<file path="src/rtl/mandel_pkg.sv">
// Shared definitions for the Mandelbrot engine and its command deframer:
// fixed-point format, power-on parameter set, sync byte and receiver states.
package mandel_pkg;

    localparam int N_BIT    = 25;
    localparam int BIT_FRAC = 20;

    localparam logic [8:0]       PIX_X_RST    = 9'd510;
    localparam logic [7:0]       PIX_Y_RST    = 8'd255;
    localparam logic [N_BIT-1:0] CXS_RST      = 25'h1E00000;
    localparam logic [N_BIT-1:0] CYS_RST      = 25'h1F00000;
    localparam logic [N_BIT-1:0] DCX_RST      = 25'h0004000;
    localparam logic [N_BIT-1:0] DCY_RST      = 25'h0004000;
    localparam logic [15:0]      MAX_ITER_RST = 16'd100;

    localparam logic [7:0] SYNC_BYTE = 8'hA5;

    typedef enum logic [1:0] {
        ST_IDLE = 2'd0,
        ST_RECV = 2'd1,
        ST_HOLD = 2'd2
    } rx_state_t;

    typedef struct packed {
        logic [8:0]       pix_x;
        logic [7:0]       pix_y;
        logic [N_BIT-1:0] cxs;
        logic [N_BIT-1:0] cys;
        logic [N_BIT-1:0] dcx;
        logic [N_BIT-1:0] dcy;
        logic [15:0]      max_iter;
    } mandel_params_t;

    localparam mandel_params_t PARAMS_RST = '{
        pix_x:    PIX_X_RST,
        pix_y:    PIX_Y_RST,
        cxs:      CXS_RST,
        cys:      CYS_RST,
        dcx:      DCX_RST,
        dcy:      DCY_RST,
        max_iter: MAX_ITER_RST
    };

    // Running XOR used for the optional packet checksum.
    function automatic logic [7:0] xor_fold(input logic [7:0] acc, input logic [7:0] b);
        return acc ^ b;
    endfunction

endpackage

</file>
<file path="src/rtl/mandel_cmd_rx_if.sv">
// Command deframer bundle: UART byte/ready pair, engine handshake and the
// committed parameter set. slave = deframer side, master = host/engine side.
interface mandel_cmd_rx_if;
    import mandel_pkg::*;

    logic [7:0]       rx_data;
    logic             rx_ready;
    logic             engine_busy;
    logic             start;
    logic [8:0]       pix_x;
    logic [7:0]       pix_y;
    logic [N_BIT-1:0] cxs;
    logic [N_BIT-1:0] cys;
    logic [N_BIT-1:0] dcx;
    logic [N_BIT-1:0] dcy;
    logic [15:0]      max_iter;
    logic             pkt_err;
    logic             rx_busy;

    modport slave (
        input  rx_data, rx_ready, engine_busy,
        output start, pix_x, pix_y, cxs, cys, dcx, dcy, max_iter, pkt_err, rx_busy
    );

    modport master (
        output rx_data, rx_ready, engine_busy,
        input  start, pix_x, pix_y, cxs, cys, dcx, dcy, max_iter, pkt_err, rx_busy
    );

endinterface

</file>
<file path="src/rtl/mandel_cmd_rx_byte_strobe.sv">
// Turns the UART receiver's level-type ready into a single accept pulse per
// high period, presented together with the byte it qualifies.
module cmd_byte_strobe (
    input  logic       clk,
    input  logic       rst,
    input  logic [7:0] rx_data,
    input  logic       rx_ready,
    output logic       accept,
    output logic [7:0] data
);

    logic rx_ready_r;

    // Delayed copy of rx_ready for rising-level detection.
    always_ff @(posedge clk) begin
        if (rst) begin
            rx_ready_r <= 1'b0;
        end else begin
            rx_ready_r <= rx_ready;
        end
    end

    assign accept = rx_ready & ~rx_ready_r;
    assign data   = rx_data;

endmodule

</file>
<file path="src/rtl/mandel_cmd_rx.sv">
// Command deframer: hunts SYNC, assembles the parameter packet into a shadow
// set and commits it with a start pulse once the engine is idle.
// Optional trailing XOR checksum byte when MANDEL_CMD_CHECKSUM_EN is defined.
module mandel_cmd_rx
    import mandel_pkg::*;
#(
    parameter int COORD_BYTES    = 4,
    parameter int TIMEOUT_CYCLES = 7000000
) (
    input  logic           clk,
    input  logic           rst,
    mandel_cmd_rx_if.slave bus
);

    localparam int PKT_LEN = 6 + 4 * COORD_BYTES;
    localparam int CW      = 8 * COORD_BYTES;
    localparam int CNT_W   = $clog2(PKT_LEN + 2);
    localparam int TMO_W   = $clog2(TIMEOUT_CYCLES + 1);
    localparam int F_CYS   = 4 + COORD_BYTES;
    localparam int F_DCX   = 4 + 2 * COORD_BYTES;
    localparam int F_DCY   = 4 + 3 * COORD_BYTES;
    localparam int F_MI    = 4 + 4 * COORD_BYTES;
`ifdef MANDEL_CMD_CHECKSUM_EN
    localparam int LAST_IDX = PKT_LEN;
`else
    localparam int LAST_IDX = PKT_LEN - 1;
`endif

    logic           accept_s;
    logic [7:0]     byte_s;
    rx_state_t      state_r, state_next_s;
    logic [CNT_W-1:0] cnt_r, cnt_next_s;
    logic [TMO_W-1:0] tmo_r, tmo_next_s;
    mandel_params_t shadow_r, shadow_next_s, shadow_upd_s;
    mandel_params_t params_r, commit_val_s;
    logic           start_r;
    logic           pkt_err_r;
    logic           rx_busy_r;
    logic           commit_s;
    logic           err_s;
    logic           done_s;
`ifdef MANDEL_CMD_CHECKSUM_EN
    logic [7:0]     xor_r, xor_next_s;
`endif

    cmd_byte_strobe u_strobe (
        .clk      (clk),
        .rst      (rst),
        .rx_data  (bus.rx_data),
        .rx_ready (bus.rx_ready),
        .accept   (accept_s),
        .data     (byte_s)
    );

    // Narrow wire fields carry their sign in bit CW-1; wide ones are already truncated.
    function automatic logic [N_BIT-1:0] to_coord(input logic [N_BIT-1:0] v);
        logic [N_BIT-1:0] r;
        for (int i = 0; i < N_BIT; i++) begin
            int src;
            src  = (i < CW) ? i : CW - 1;
            r[i] = v[src];
        end
        return r;
    endfunction

    // Routes the accepted byte into the shadow field selected by its packet index.
    always_comb begin
        shadow_upd_s = shadow_r;
        if (cnt_r < CNT_W'(3)) begin
            shadow_upd_s.pix_x = {shadow_r.pix_x[0], byte_s};
        end else if (cnt_r == CNT_W'(3)) begin
            shadow_upd_s.pix_y = byte_s;
        end else if (cnt_r < CNT_W'(F_CYS)) begin
            shadow_upd_s.cxs = {shadow_r.cxs[N_BIT-9:0], byte_s};
        end else if (cnt_r < CNT_W'(F_DCX)) begin
            shadow_upd_s.cys = {shadow_r.cys[N_BIT-9:0], byte_s};
        end else if (cnt_r < CNT_W'(F_DCY)) begin
            shadow_upd_s.dcx = {shadow_r.dcx[N_BIT-9:0], byte_s};
        end else if (cnt_r < CNT_W'(F_MI)) begin
            shadow_upd_s.dcy = {shadow_r.dcy[N_BIT-9:0], byte_s};
        end else begin
            shadow_upd_s.max_iter = {shadow_r.max_iter[7:0], byte_s};
        end
    end

    // Next-state, byte counting, timeout and commit/error decisions.
    always_comb begin
        state_next_s  = state_r;
        cnt_next_s    = cnt_r;
        tmo_next_s    = tmo_r;
        shadow_next_s = shadow_r;
        commit_s      = 1'b0;
        err_s         = 1'b0;
        done_s        = 1'b0;
`ifdef MANDEL_CMD_CHECKSUM_EN
        xor_next_s    = xor_r;
`endif
        case (state_r)
            ST_IDLE: begin
                tmo_next_s = {TMO_W{1'b0}};
                if (accept_s && (byte_s == SYNC_BYTE)) begin
                    state_next_s = ST_RECV;
                    cnt_next_s   = CNT_W'(1);
`ifdef MANDEL_CMD_CHECKSUM_EN
                    xor_next_s   = SYNC_BYTE;
`endif
                end else begin
                    cnt_next_s = {CNT_W{1'b0}};
                end
            end
            ST_RECV: begin
                if (accept_s) begin
                    tmo_next_s = {TMO_W{1'b0}};
                    cnt_next_s = cnt_r + CNT_W'(1);
`ifdef MANDEL_CMD_CHECKSUM_EN
                    if (cnt_r == CNT_W'(LAST_IDX)) begin
                        if (byte_s == xor_r) begin
                            done_s = 1'b1;
                        end else begin
                            err_s        = 1'b1;
                            state_next_s = ST_IDLE;
                            cnt_next_s   = {CNT_W{1'b0}};
                        end
                    end else begin
                        shadow_next_s = shadow_upd_s;
                        xor_next_s    = xor_fold(xor_r, byte_s);
                    end
`else
                    shadow_next_s = shadow_upd_s;
                    if (cnt_r == CNT_W'(LAST_IDX)) begin
                        done_s = 1'b1;
                    end else begin
                        done_s = 1'b0;
                    end
`endif
                end else if (tmo_r == TMO_W'(TIMEOUT_CYCLES - 1)) begin
                    err_s        = 1'b1;
                    state_next_s = ST_IDLE;
                    cnt_next_s   = {CNT_W{1'b0}};
                    tmo_next_s   = {TMO_W{1'b0}};
                end else begin
                    tmo_next_s = tmo_r + TMO_W'(1);
                end
                // A complete packet commits straight away if the engine is already idle.
                if (done_s) begin
                    if (!bus.engine_busy) begin
                        commit_s     = 1'b1;
                        state_next_s = ST_IDLE;
                        cnt_next_s   = {CNT_W{1'b0}};
                    end else begin
                        state_next_s = ST_HOLD;
                    end
                end else begin
                    commit_s = 1'b0;
                end
            end
            ST_HOLD: begin
                tmo_next_s = {TMO_W{1'b0}};
                if (!bus.engine_busy) begin
                    commit_s     = 1'b1;
                    state_next_s = ST_IDLE;
                    cnt_next_s   = {CNT_W{1'b0}};
                end else begin
                    state_next_s = ST_HOLD;
                end
            end
            default: begin
                state_next_s = ST_IDLE;
                cnt_next_s   = {CNT_W{1'b0}};
                tmo_next_s   = {TMO_W{1'b0}};
            end
        endcase
    end

    // Final coordinate formatting of the set about to be committed.
    always_comb begin
        commit_val_s     = shadow_next_s;
        commit_val_s.cxs = to_coord(shadow_next_s.cxs);
        commit_val_s.cys = to_coord(shadow_next_s.cys);
        commit_val_s.dcx = to_coord(shadow_next_s.dcx);
        commit_val_s.dcy = to_coord(shadow_next_s.dcy);
    end

    // FSM state, counters and shadow parameter set.
    always_ff @(posedge clk) begin
        if (rst) begin
            state_r  <= ST_IDLE;
            cnt_r    <= {CNT_W{1'b0}};
            tmo_r    <= {TMO_W{1'b0}};
            shadow_r <= PARAMS_RST;
`ifdef MANDEL_CMD_CHECKSUM_EN
            xor_r    <= 8'h00;
`endif
        end else begin
            state_r  <= state_next_s;
            cnt_r    <= cnt_next_s;
            tmo_r    <= tmo_next_s;
            shadow_r <= shadow_next_s;
`ifdef MANDEL_CMD_CHECKSUM_EN
            xor_r    <= xor_next_s;
`endif
        end
    end

    // Output registers: parameters move only together with the start pulse.
    always_ff @(posedge clk) begin
        if (rst) begin
            params_r  <= PARAMS_RST;
            start_r   <= 1'b0;
            pkt_err_r <= 1'b0;
            rx_busy_r <= 1'b0;
        end else begin
            if (commit_s) begin
                params_r <= commit_val_s;
            end else begin
                params_r <= params_r;
            end
            start_r   <= commit_s;
            pkt_err_r <= err_s;
            rx_busy_r <= (state_next_s != ST_IDLE);
        end
    end

    assign bus.start    = start_r;
    assign bus.pkt_err  = pkt_err_r;
    assign bus.rx_busy  = rx_busy_r;
    assign bus.pix_x    = params_r.pix_x;
    assign bus.pix_y    = params_r.pix_y;
    assign bus.cxs      = params_r.cxs;
    assign bus.cys      = params_r.cys;
    assign bus.dcx      = params_r.dcx;
    assign bus.dcy      = params_r.dcy;
    assign bus.max_iter = params_r.max_iter;

endmodule

</file>
<file path="src/flat_wrapper.sv">
// flat-port wrapper written by rule: the top's interface ports become plain ports
module mandel_cmd_rx_flat import mandel_pkg::*;
#(
    parameter int COORD_BYTES    = 4,
    parameter int TIMEOUT_CYCLES = 7000000
)
  (clk, rst, bus_rx_data, bus_rx_ready, bus_engine_busy, bus_start, bus_pix_x, bus_pix_y, bus_cxs, bus_cys, bus_dcx, bus_dcy, bus_max_iter, bus_pkt_err, bus_rx_busy);
  mandel_cmd_rx_if bus_i ();
  input  logic clk;
  input  logic rst;
  input wire logic [$bits(bus_i.rx_data)-1:0] bus_rx_data;
  input wire logic [$bits(bus_i.rx_ready)-1:0] bus_rx_ready;
  input wire logic [$bits(bus_i.engine_busy)-1:0] bus_engine_busy;
  output wire logic [$bits(bus_i.start)-1:0] bus_start;
  output wire logic [$bits(bus_i.pix_x)-1:0] bus_pix_x;
  output wire logic [$bits(bus_i.pix_y)-1:0] bus_pix_y;
  output wire logic [$bits(bus_i.cxs)-1:0] bus_cxs;
  output wire logic [$bits(bus_i.cys)-1:0] bus_cys;
  output wire logic [$bits(bus_i.dcx)-1:0] bus_dcx;
  output wire logic [$bits(bus_i.dcy)-1:0] bus_dcy;
  output wire logic [$bits(bus_i.max_iter)-1:0] bus_max_iter;
  output wire logic [$bits(bus_i.pkt_err)-1:0] bus_pkt_err;
  output wire logic [$bits(bus_i.rx_busy)-1:0] bus_rx_busy;
  assign bus_i.rx_data = bus_rx_data;
  assign bus_i.rx_ready = bus_rx_ready;
  assign bus_i.engine_busy = bus_engine_busy;
  assign bus_start = bus_i.start;
  assign bus_pix_x = bus_i.pix_x;
  assign bus_pix_y = bus_i.pix_y;
  assign bus_cxs = bus_i.cxs;
  assign bus_cys = bus_i.cys;
  assign bus_dcx = bus_i.dcx;
  assign bus_dcy = bus_i.dcy;
  assign bus_max_iter = bus_i.max_iter;
  assign bus_pkt_err = bus_i.pkt_err;
  assign bus_rx_busy = bus_i.rx_busy;
  mandel_cmd_rx #(.COORD_BYTES(COORD_BYTES), .TIMEOUT_CYCLES(TIMEOUT_CYCLES)) u_core (.clk(clk), .rst(rst), .bus(bus_i));
endmodule
</file>
<file path="config.mk">
export PLATFORM = sky130hd
export DESIGN_NAME = mandel_cmd_rx_flat
export DESIGN_NICKNAME = d
export VERILOG_FILES = /design/src/rtl/mandel_pkg.sv /design/src/rtl/mandel_cmd_rx_if.sv /design/src/rtl/mandel_cmd_rx_byte_strobe.sv /design/src/rtl/mandel_cmd_rx.sv /design/src/flat_wrapper.sv
export SDC_FILE = /design/constraint.sdc
export NUM_CORES = 1
export LEC_CHECK = 0
export CAP_MARGIN = 15
export CORE_ASPECT_RATIO = 0.5
export CORE_MARGIN = 2
export CORE_UTILIZATION = 45
export CTS_BUF_LIST = sky130_fd_sc_hd__clkbuf_4 sky130_fd_sc_hd__clkbuf_8
export DETAILED_ROUTE_END_ITERATION = 7
export GPL_TIMING_DRIVEN = 0
export PLACE_DENSITY = 0.69
export SYNTH_ARGS = -nofsm -noshare
export SYNTH_HDL_FRONTEND = slang
export SYNTH_SLANG_ARGS = --single-unit
</file>
<file path="constraint.sdc">
create_clock -name clk -period 2.7 [get_ports clk]
set_input_delay 0.54 -clock clk [delete_from_list [all_inputs] [get_ports clk]]
set_output_delay 0.54 -clock clk [all_outputs]
set_load 0.01 [all_outputs]
</file>
Run 1, routing congestion map:
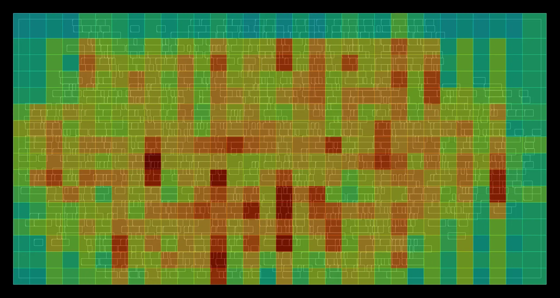
drt wl/cell: 17.8 um
met1 usage: 30.1%

Run 1, wiring heat map:
Scale bar: 50 um. 22 x 11 tiles, from black (low) to pale yellow (high), scaled to the fullest tile. Values are wire area over tile area, all layers added.
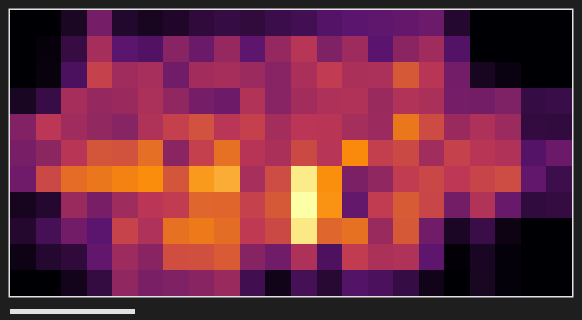
11% of the tiles are nearly empty. The mean over all tiles is 0.18. 24% of the tiles are over half the peak. The fullest tile reaches 0.52. The emptiest ninth of the die: south-east.
final wirelength: 28,600 um
total track usage: 22.1%
routed vias: 8,462

==> Changelog: implementation, run 1 <==
## Flow update

- Lkg Pwr: 0.00508 uW
- Most frequent logic cell in the layout: dfxtp_1
- CP max stage cell: dfxtp_1
- DP Worst Slack: -0.200 ns
- Full die area: between 20,000 and 30,000 um^2
- CP arrival: roughly 2.9 ns
- Most frequent cell after synthesis: dfxtp_1
- Minimum clock period: 2.40 ns
- Worst Tran Pin Value: roughly 0.90 ns
- Critical path startpoint category: flip-flop
- Slew margin rel.: ~40%
- FFs w/ async S/R, synth: 0%
- Floorplan core density: between 40 and 50%
- Synth unique cells: between 50 and 60
- Status: complete, no violations
- Hold Crit Class: reg2reg
- Area share, top type: 55.2%
- First-pass GRT wire length: 44,400 um
- Pwr/cell area: around 600 nW/um^2
- Prevailing post-synth register cell: dfxtp_1
- Cells after synthesis: around 1,100
- Hpwl dp: approximately 20,000 um
- Ant diodes: 0
- Sum of negative setup slack: 0 ns
- CTS root buffer: clkbuf_8
- Reg with most FFs: u_core.shadow_r
- Fillers: 2,075
- Yosys top cell by area: dfxtp_1
- Area added between synthesis and finish: 24.8%
- Clk buf depth: 3
- Crit. End Element: flip-flop
- Floorplan net count: 1,092
- Latency at later pin: between 0.5 and 0.6 ns
- Vias/cell: about 5.3
- Worst-path clk slew: around 0.070 ns
- Vias in the first global route: approximately 8,300
- Top cells excl fill/tap: dfxtp_1, nor2_1, clkdlybuf4s50_1
- Fmax: ~0.42 GHz
- Synth warnings: 0
- First DRT Iteration DRCs: around 500
- Die Ht: ~110 um
- Antenna violations before repair: 2
- Final worst slack: 0.299 ns
- Post-DRT Antenna Nets: 0
- Syn avg cell area: between 10 and 15 um^2
- Synth Seq Share: between 50% and 60%
- NumNets Final: roughly 1,300
- Critical path depth: 10
- Cell area after synthesis: between 10,000 and 15,000 um^2
- I/O pins: approximately 150
- Slowest stage delay, CP: 0.41 ns
- RSZ-0062 raised after global routing: false
- WP data required: 3.16 ns
- Worst-path fanout max: 10
- Post-synth EDFFs: 0
- VDD IR max: around 260 uV
- Global route overflow: 0
- CTS resizes: 0
- Flops after synth: ~300
- Worst Path Buf+Inv: 4
- Clock Sinks: about 300
- Fin. max-slew vios: 0
- Cts bufs inserted: around 41
- Yosys cell count: 1,073
- Kind of critical path: reg2reg
- Die width: 224 um
- Depth of the most critical reg-to-reg path: 10
- # rows: ~40
- Final Cell Area: roughly 14,000 um^2
- Setup Fix Bufs, Post-CTS: 0
- Core footprint: around 24,000 um^2
- Final setup vio count: 0
- DRC: 0
- Crit-path most repeated cell: buf_4
- Final Wtd Congestion: between 0.8 and 0.9
- MaxCap Viol Count: 0
- Min Hold Slack: 0.465 ns
- Clk_skew: 0.0133 ns
- Main area contributors: dfxtp_1, mux2i_1, nor2_1, a211oi_1, nand2b_1
- CP delay by family, top: buffers and inverters
- Final Cycle Share: 88.9%
- Placement Cell Area: 12,700 um^2
- Max FFs per register: approximately 130
- Hold buffers post-CTS: 0
- Log Warnings: 30
- Top cells by count: dfxtp_1, nor2_1, mux2i_1
- H-tree levels: 2
- Largest net degree at the start of global routing: 12
- Worst hold path depth: 1
- Cells along the critical path: ha_1 -> buf_2 -> nand3b_1 -> o21bai_2 -> and3b_1 -> buf_4 -> buf_6 -> buf_4 -> nor2_1 -> a211oi_1
- Share of layout cells above drive strength 1: 9.38%
- PortBufs: between 100 and 150
- Synthesis area per yosys: 10,900 um^2
- First-pass DRT Iterations: 5
- CTS tree: yes
- Hold Vio Cnt, Final: 0
Run 1, signal wires on met1:
Scale bar: 50 um.
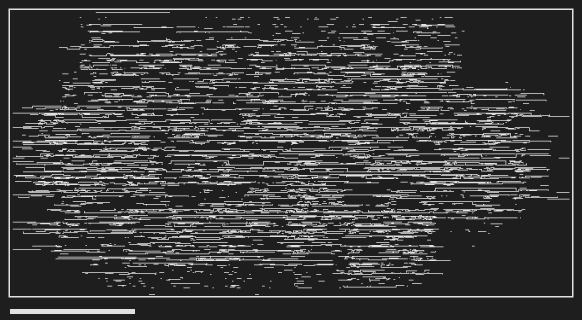
The layer carries 13,200 um of wire. The layer holds 46% of the routed length. The wires run mostly horizontal. 1,206 nets have wire on it.

Run 1, M2 wires:
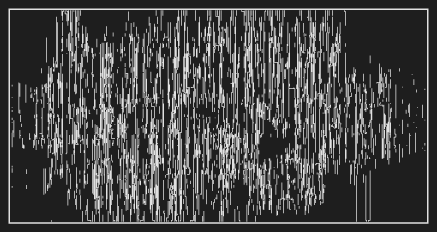
The longest straight run is 49.0 um. The layer holds 46% of the routed length. 1,127 nets have wire on it.
M2 GR Usage: 36.0%

[run 1: final timing paths]
kind | from | endpoint | slack [ns]
worst min register to register | u_core.bus.max_iter[6]$_SDFFE_PP1P_ | u_core.bus.max_iter[6]$_SDFFE_PP1P_ | 0.47
worst max-delay path | u_core.state_r[0]$_SDFF_PP0_ | u_core.bus.dcy[20]$_SDFFE_PP0P_ | 0.30
worst max register to register | u_core.state_r[0]$_SDFF_PP0_ | u_core.bus.dcy[20]$_SDFFE_PP0P_ | 0.30
worst min-delay path | u_core.bus.max_iter[6]$_SDFFE_PP1P_ | u_core.bus.max_iter[6]$_SDFFE_PP1P_ | 0.47
[run 1: stage by stage]
stage,power (uW),util [%],std cells
2_1_floorplan,4600,-,1073
3_3_place_gp,4680,53.3,1533
3_5_place_dp,4680,53.3,1533
4_1_cts,8230,56.9,1605
5_1_grt,8440,56.9,1605
6_report,8170,56.9,1605
[run 1: area by class of cell]
type	instances	area (um^2)	share of cell area [%]
Buffer	78	412	3.03
Sequential cell	300	6010	44.2
Clock buffer	66	808	5.95
Multi-Input combinational cell	690	4460	32.8
Timing Repair Buffer	145	1450	10.7
Tap cell	315	394	2.90
Inverter	5	18.8	0.138
Clock inverter	6	40.0	0.295
[run 1: metal layers]
metal / GRT usage (%) / routed length, um
met1: 30.1 / 13200
met2: 36.0 / 13000
met3: 4.56 / 1770
met4: 6.04 / 597
met5: 0 / 0
[run 1: logic make-up (layout without fill, tap and decap cells)]
logic type,Yosys count,after routing,share of synthesized area (%)
compound gates,157,157,10.5
xor+xnor,21,21,1.69
fa+ha+maj,7,7,0.804
buf+inv,83,300,3.90
flops,300,300,55.2
mux,133,133,12.2
simple gates,372,372,15.8
[run 1: where the power goes]
part	internal, uW	switching (uW)
registers	4430	0.782
clock network	1900	1680
logic	35.6	122
Run 1, cell area per tile:
Scale bar: 50 um. 22 x 11 tiles, from black (low) to pale yellow (high), 0 to 100% covered.
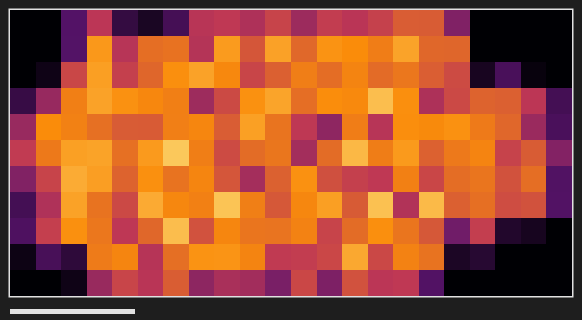

==> run 2: changes to the inputs <==
ABC_AREA = 1   (was unset)
CTS_BUF_LIST = unset   (was sky130_fd_sc_hd__clkbuf_4 sky130_fd_sc_hd__clkbuf_8)
PLACE_DENSITY = 0.68   (was 0.69)
Run 2, cell area per tile:
Scale bar: 50 um. 23 x 12 tiles, from black (low) to pale yellow (high), 0 to 100% covered.
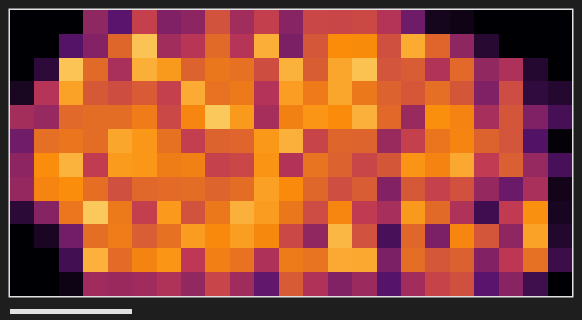
The mean over all tiles is 52%. 16% of the tiles are over 75% full. The fullest tile reaches 88%. The emptiest ninth of the die: north-east. 7.6% of the tiles are nearly empty.
core footprint: 25,200 um^2
Util after Layout: 56.8%
floorplan core density: 45.7%

Run 2, wiring heat map:
Scale bar: 50 um. 23 x 12 tiles, from black (low) to pale yellow (high), scaled to the fullest tile. Values are wire area over tile area, all layers added.
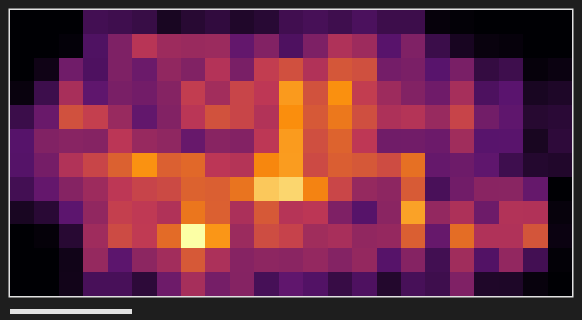
23% of the tiles are over half the peak. The emptiest ninth of the die: north-east. The mean over all tiles is 0.20. The densest ninth of the die: center. 9.8% of the tiles are nearly empty. The fullest tile reaches 0.58.
final wirelength: 33,600 um
routed vias: 10,300
drt wl/cell: 16.8 um
total track usage: 24.4%

==> Changelog: implementation, run 2 <==
## Flow update

- Critical path startpoint category: flip-flop (unchanged)
- CTS tree: yes (unchanged)
- Setup Fix Bufs, Post-CTS: 0 (unchanged)
- Area added between synthesis and finish: 24.4% (was 24.8%)
- Synth Seq Share: 52.2% (was 55.2%)
- Clock Sinks: 300 (unchanged)
- MaxCap Viol Count: 0 (unchanged)
- First DRT Iteration DRCs: 699 (was 500)
- Minimum clock period: 2.49 ns (was 2.40 ns)
- CTS resizes: 0 (unchanged)
- NumNets Final: 1,658 (was 1,280)
- Vias in the first global route: 9,837 (was 8,317)
- Final Cycle Share: 92.4% (was 88.9%)
- Worst hold path depth: 2 (was 1)
- Share of layout cells above drive strength 1: 8.69% (was 9.38%)
- Prevailing post-synth register cell: dfxtp_1 (unchanged)
- Fillers: 2,311 (was 2,075)
- Metal3 WL: 1990 um (was 1770 um)
- Post-route insts no fill: 2,002 (was 1,605)
- Hold buffers post-CTS: 0 (unchanged)
- Synth warnings: 0 (unchanged)
- Full die area: 27,000 um^2 (was 25,500 um^2)
- Fin. max-slew vios: 0 (unchanged)
- Antenna violations before repair: 0 (was 2)
- Post-DRT Antenna Nets: 0 (unchanged)
- Final Cell Area: 14,300 um^2 (was 13,600 um^2)
- Crit. End Element: flip-flop (unchanged)
- Hold Path End: u_core.shadow_r[115]$_SDFF_PP1_ (was u_core.bus.max_iter[6]$_SDFFE_PP1P_)
- Max layer used: met4 (unchanged)
- Worst Tran Pin Value: 0.852 ns (was 0.899 ns)
- Kind of critical path: reg2reg (unchanged)
- VDD IR max: 483 uV (was 263 uV)
- Depth of the most critical reg-to-reg path: 8 (was 10)
- I/O pins: 148 (unchanged)
- Pwr/cell area: 595 nW/um^2 (was 601 nW/um^2)
- Hold Vio Cnt, Final: 0 (unchanged)
- Ant diodes: 0 (unchanged)
- Cell area after synthesis: 11,500 um^2 (was 10,900 um^2)
- Cells after synthesis: 1,464 (was 1,073)
- Lkg Pwr: 0.00573 uW (was 0.00508 uW)
- Yosys cell count: 1,464 (was 1,073)
- P_int: 6680 uW (was 6360 uW)
- Die Ht: 117 um (was 114 um)
- Latency at later pin: 0.57 ns (was 0.55 ns)
- Placement Cell Area: 13,400 um^2 (was 12,700 um^2)
- Min-delay src: u_core.shadow_r[115]$_SDFF_PP1_ (was u_core.bus.max_iter[6]$_SDFFE_PP1P_)
- Final Wtd Congestion: 0.892 (was 0.873)
- Top cells excl fill/tap: dfxtp_1, nand2_1, nor2_1 (was dfxtp_1, nor2_1, clkdlybuf4s50_1)
- Most frequent cell after synthesis: dfxtp_1 (unchanged)
- PortBufs: 147 (was 145)
- Synthesis area per yosys: 11,500 um^2 (was 10,900 um^2)
- Status: complete, no violations (unchanged)
- Min Hold Slack: 0.469 ns (was 0.465 ns)
- DRC: 0 (unchanged)
- Clk buf depth: 3 (unchanged)
- First-pass GRT wire length: 51,800 um (was 44,400 um)
- Vias/cell: 5.16 (was 5.27)
- CTS root buffer: clkbuf_16 (was clkbuf_8)
- CP arrival: 2.92 ns (was 2.86 ns)
- R2R Path End: u_core.bus.dcx[17]$_SDFFE_PP0P_ (was u_core.bus.dcy[20]$_SDFFE_PP0P_)
- Log Warnings: 30 (unchanged)
- H-tree levels: 1 (was 2)
- Most frequent logic cell in the layout: dfxtp_1 (unchanged)
- First-pass DRT Iterations: 5 (unchanged)
- Floorplan net count: 1,483 (was 1,092)
- Final setup vio count: 0 (unchanged)
- RSZ-0062 raised after global routing: false (unchanged)
- Synth unique cells: 40 (was 51)
- Comb power frac: 1.8% (was 1.9%)
- Post-synth EDFFs: 0 (unchanged)
- Reg with most FFs: u_core.shadow_r (unchanged)
- Most Crowded Layer GR: met2 (unchanged)
- Sequential Power Share: 51.9% (was 54.2%)
- Top cells by count: dfxtp_1, nand2_1, nor2_1 (was dfxtp_1, nor2_1, mux2i_1)
- Global route overflow: 0 (unchanged)
- # rows: 41 (was 40)
- Crit. Startpoint: u_core.state_r[1]$_SDFF_PP0_ (was u_core.state_r[0]$_SDFF_PP0_)
- Die width: 230 um (was 224 um)
- Worst-path fanout max: 10 (unchanged)
- Area share, top type: 52.2% (was 55.2%)
- Hold Crit Class: reg2reg (unchanged)
- Met3 Usage GRT: 4.31% (was 4.56%)
- P_sw: 1840 uW (was 1810 uW)
- Fmax: 0.401 GHz (was 0.417 GHz)
- Met1 usage: 32.9% (was 30.1%)
- Reg-to-reg slack, setup: 0.21 ns (was 0.30 ns)
- Clk_skew: 0.0334 ns (was 0.0133 ns)
- Cts bufs inserted: 26 (was 41)
- Max FFs per register: 133 (unchanged)
- WP data required: 3.12 ns (was 3.16 ns)
- Yosys top cell by area: dfxtp_1 (unchanged)
- Hpwl dp: 24,400 um (was 20,200 um)
- DR WL met2: 15,300 um (was 13,000 um)
- Main area contributors: dfxtp_1, nand2_1, nor2_1, a21oi_1, o21ai_0 (was dfxtp_1, mux2i_1, nor2_1, a211oi_1, nand2b_1)
- Worst-path clk slew: 0.07 ns (about the same)
- Syn avg cell area: 7.86 um^2 (was 10.1 um^2)
- Clock share of power: 46.3% (was 43.9%)
- M1 WL: 15,600 um (was 13,200 um)
- FFs w/ async S/R, synth: 0% (unchanged)
- Sum of negative setup slack: 0 ns (unchanged)
Run 2, M2 wires:
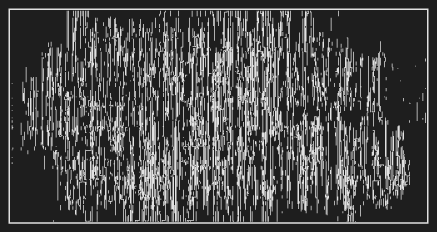
The layer holds 46% of the routed length. The longest straight run is 57.1 um. The wires run mostly vertical. The layer carries 15,300 um of wire.
M2 GR Usage: 41.3%

-- run 2: cell types whose count changed after synthesis, moves of 90 or more --
cell | before | now
a211oi_1 | 103 | 0
o21ai_0 | 0 | 97
a21oi_1 | 27 | 117
nand2_1 | 17 | 247
mux2i_1 | 133 | 2
inv_1 | 5 | 129
-- run 2: cell type report --
| type | count | area (um^2) | share of cell area [%] |
|---|---|---|---|
| plain buffers | 85 | 412 | 2.87 |
| clock buffers | 40 | 793 | 5.54 |
| clock inverters | 7 | 113 | 0.786 |
| inverters | 137 | 515 | 3.60 |
| multi-input cells | 942 | 4580 | 32.0 |
| flip-flops and latches | 300 | 6010 | 41.9 |
| well taps | 344 | 430 | 3.01 |
| repair buffers | 147 | 1470 | 10.3 |
-- run 2: critical path: stages (launching register included) --
cell,delay (ns)
dfxtp_1,0.36
inv_1,0.10
ha_1,0.32
inv_2,0.11
nor2_1,0.17
nand4_1,0.32
clkbuf_1,0.36
o21ai_0,0.48
a211oi_2,0.14
-- run 2: logic make-up after synthesis --
family / share of synthesized area, %
XOR/XNOR: 0.609
adder cells (fa/ha/maj): 0.761
buffers and inverters: 8.05
AND-OR/OR-AND: 16.8
multiplexers: 0.174
AND/OR/NAND/NOR: 21.4
flip-flops: 52.2
-- run 2: power groups by stage --
stage | Combinational [uW] | Clock, uW | Sequential [uW]
after global placement | 150 | 0 | 4530
after CTS | 152 | 3980 | 4420
after detailed placement | 151 | 0 | 4530
final | 154 | 3940 | 4420
after floorplan | 71.2 | 0 | 4530
after global routing | 164 | 4190 | 4420
-- run 2: through the flow --
step	worst slack, ns	utilization [%]
after floorplan	0.929	-
after detailed placement	-0.107	53.3
after global placement	-0.0795	53.3
final	0.206	56.8
after CTS	0.329	56.8
after global routing	0.123	56.8
Run 2, signal wires on met1:
Scale bar: 50 um.
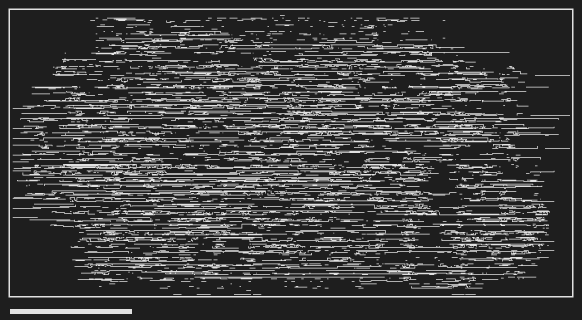

==> run 3: changes to the inputs <==
CORE_UTILIZATION = 55   (was 45)
CTS_CLUSTER_SIZE = 20   (was unset)
MAX_ROUTING_LAYER = met4   (was unset)
PLACE_DENSITY = 0.8   (was 0.68)
Run 3, signal wires on met1:
Scale bar: 50 um.
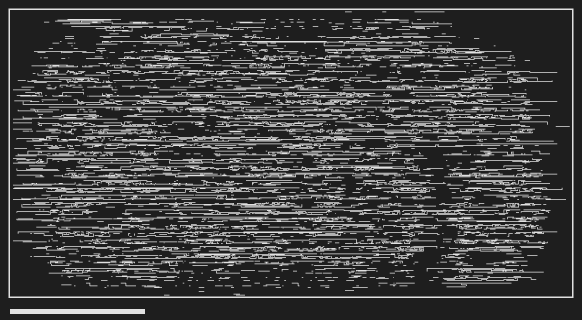
The longest straight run is 49.2 um. 1,591 nets have wire on it.
met1 usage: 39.0%
routed vias: 10,500
final wirelength: 32,500 um

Run 3, wiring heat map:
Scale bar: 50 um. 21 x 11 tiles, from black (low) to pale yellow (high), scaled to the fullest tile. Values are wire area over tile area, all layers added.
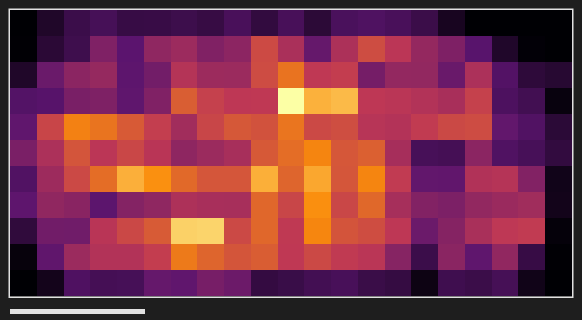
total track usage: 29.7%
drt wl/cell: 16.9 um

==> Changelog: implementation, run 3 <==
## Flow update

- Syn avg cell area: 7.86 um^2 (unchanged)
- Worst Tran Pin Value: 0.801 ns (was 0.852 ns)
- Area share, top type: 52.2% (unchanged)
- CP arrival: 2.93 ns (was 2.92 ns)
- Synthesis area per yosys: 11,500 um^2 (unchanged)
- Cts bufs inserted: 26 (unchanged)
- Clk_skew: 0.0200 ns (was 0.0334 ns)
- Slew margin rel.: 46.6% (was 43.2%)
- First-pass GRT wire length: 51,200 um (was 51,800 um)
- Hold Crit Class: reg2reg (unchanged)
- Cells along the critical path: inv_1 -> ha_1 -> inv_2 -> nor2_1 -> nand4_1 -> clkbuf_1 -> o21ai_0 -> a211oi_2 (unchanged)
- Slowest stage delay, CP: 0.46 ns (was 0.48 ns)
- Core footprint: 20,600 um^2 (was 25,200 um^2)
- Reg with most FFs: u_core.shadow_r (unchanged)
- Global route overflow: 0 (unchanged)
- Top cells excl fill/tap: dfxtp_1, nand2_1, nor2_1 (unchanged)
- Hold Vio Cnt, Final: 0 (unchanged)
- Kind of critical path: reg2reg (unchanged)
- Sum of negative setup slack: 0 ns (unchanged)
- Lkg Pwr: 0.00571 uW (was 0.00573 uW)
- Synth Seq Share: 52.2% (unchanged)
- Antenna violations before repair: 0 (unchanged)
- Yosys cell count: 1,464 (unchanged)
- Max FFs per register: 133 (unchanged)
- Most frequent logic cell in the layout: dfxtp_1 (unchanged)
- Full die area: 22,200 um^2 (was 27,000 um^2)
- Cells after synthesis: 1,464 (unchanged)
- MaxCap Viol Count: 0 (unchanged)
- Top cells by count: dfxtp_1, nand2_1, nor2_1 (unchanged)
- Setup Fix Bufs, Post-CTS: 0 (unchanged)
- Critical path startpoint category: flip-flop (unchanged)
- Minimum clock period: 2.52 ns (was 2.49 ns)
- Final worst slack: 0.179 ns (was 0.206 ns)
- FFs w/ async S/R, synth: 0% (unchanged)
- Prevailing post-synth register cell: dfxtp_1 (unchanged)
- Post-synth EDFFs: 0 (unchanged)
- Share of layout cells above drive strength 1: 8.45% (was 8.69%)
- Pwr/cell area: 585 nW/um^2 (was 595 nW/um^2)
- Hpwl dp: 23,300 um (was 24,400 um)
- Flops after synth: 300 (unchanged)
- Clk buf depth: 3 (unchanged)
- Placement Cell Area: 13,300 um^2 (was 13,400 um^2)
- Crit. End Element: flip-flop (unchanged)
- CTS tree: yes (unchanged)
- Latency at later pin: 0.55 ns (was 0.57 ns)
- Cell area after synthesis: 11,500 um^2 (unchanged)
- First DRT Iteration DRCs: 1,059 (was 699)
- Die width: 209 um (was 230 um)
- # rows: 37 (was 41)
- Die Ht: 106 um (was 117 um)
- Fillers: 1,663 (was 2,311)
- Main area contributors: dfxtp_1, nand2_1, nor2_1, a21oi_1, o21ai_0 (unchanged)
- Final Cycle Share: 93.4% (was 92.4%)
- Area added between synthesis and finish: 23.2% (was 24.4%)
- Inst Count DP: 1,884 (was 1,955)
- NumNets Final: 1,658 (unchanged)
- Status: complete, no violations (unchanged)
- Hold buffers post-CTS: 0 (unchanged)
- Min Hold Slack: 0.466 ns (was 0.469 ns)
- Synth warnings: 0 (unchanged)
- Total power: 8300 uW (was 8520 uW)
- H-tree levels: 1 (unchanged)
- Floorplan core density: 56.0% (was 45.7%)
- Vias in the first global route: 9,887 (was 9,837)
- CP delay by family, top: AND-OR/OR-AND gates (unchanged)
- Worst-path fanout max: 10 (unchanged)
- CTS root buffer: clkbuf_16 (unchanged)
- Vias/cell: 5.45 (was 5.16)
- Ant diodes: 0 (unchanged)
- Util after Layout: 69.0% (was 56.8%)
- VDD IR max: 430 uV (was 483 uV)
- Fmax: 0.397 GHz (was 0.401 GHz)
- Fin. max-slew vios: 0 (unchanged)
- RSZ-0062 raised after global routing: false (unchanged)
Run 3, M2 wires:
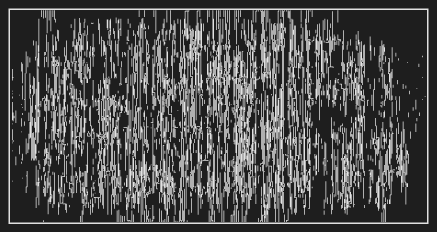
The layer carries 14,600 um of wire. The layer holds 45% of the routed length. 1,387 nets have wire on it.
M2 GR Usage: 46.7%

[run 3: cell counts after synthesis]
No cell type changed its count.
[run 3: area by class of cell]
cell class	instances	area, um^2	share of cell area (%)
buffer	85	412	2.90
clock buffer	40	763	5.38
clock inverter	6	91.3	0.644
inverter	137	515	3.64
multi-input combinational	942	4580	32.3
sequential	300	6010	42.4
tap	273	342	2.41
timing repair buffer	147	1470	10.4
[run 3: logic make-up (layout without fill, tap and decap cells)]
logic type,count (synthesis),count (layout),synth area share (%)
flip-flops,300,300,52.2
buffers and inverters,222,415,8.05
AND/OR/NAND/NOR,583,583,21.4
AND-OR/OR-AND,342,342,16.8
XOR/XNOR,8,8,0.609
adder cells (fa/ha/maj),7,7,0.761
multiplexers,2,2,0.174
[run 3: layer usage]
layer	wire [um]	vias up	share of wire, %
li1	-	5072	-
met1	14100	4928	43
met2	14600	438	45
met3	2840	79	8.7
met4	1000	0	3.1
met5	0	-	0
[run 3: worst paths after layout]
path | startpoint | to | slack [ns] | cells after the start
min | u_core.bus.dcy[16]$_SDFFE_PP0P_ | u_core.bus.dcy[16]$_SDFFE_PP0P_ | 0.47 | 2
min reg2reg | u_core.bus.dcy[16]$_SDFFE_PP0P_ | u_core.bus.dcy[16]$_SDFFE_PP0P_ | 0.47 | 2
max | u_core.state_r[1]$_SDFF_PP0_ | u_core.bus.dcx[17]$_SDFFE_PP0P_ | 0.18 | 8
max reg2reg | u_core.state_r[1]$_SDFF_PP0_ | u_core.bus.dcx[17]$_SDFFE_PP0P_ | 0.18 | 8
[run 3: power breakdown]
part           internal [uW]  switching, uW
registers               4420          0.633
logic                   30.8            122
clock network           2060           1660
[run 3: tightest hold or removal path: stages (launching register included)]
cell and delay, ns:
dfxtp_1 0.31, nand2_1 0.06, a21oi_1 0.05
Power is estimated from default activity; no workload was simulated.
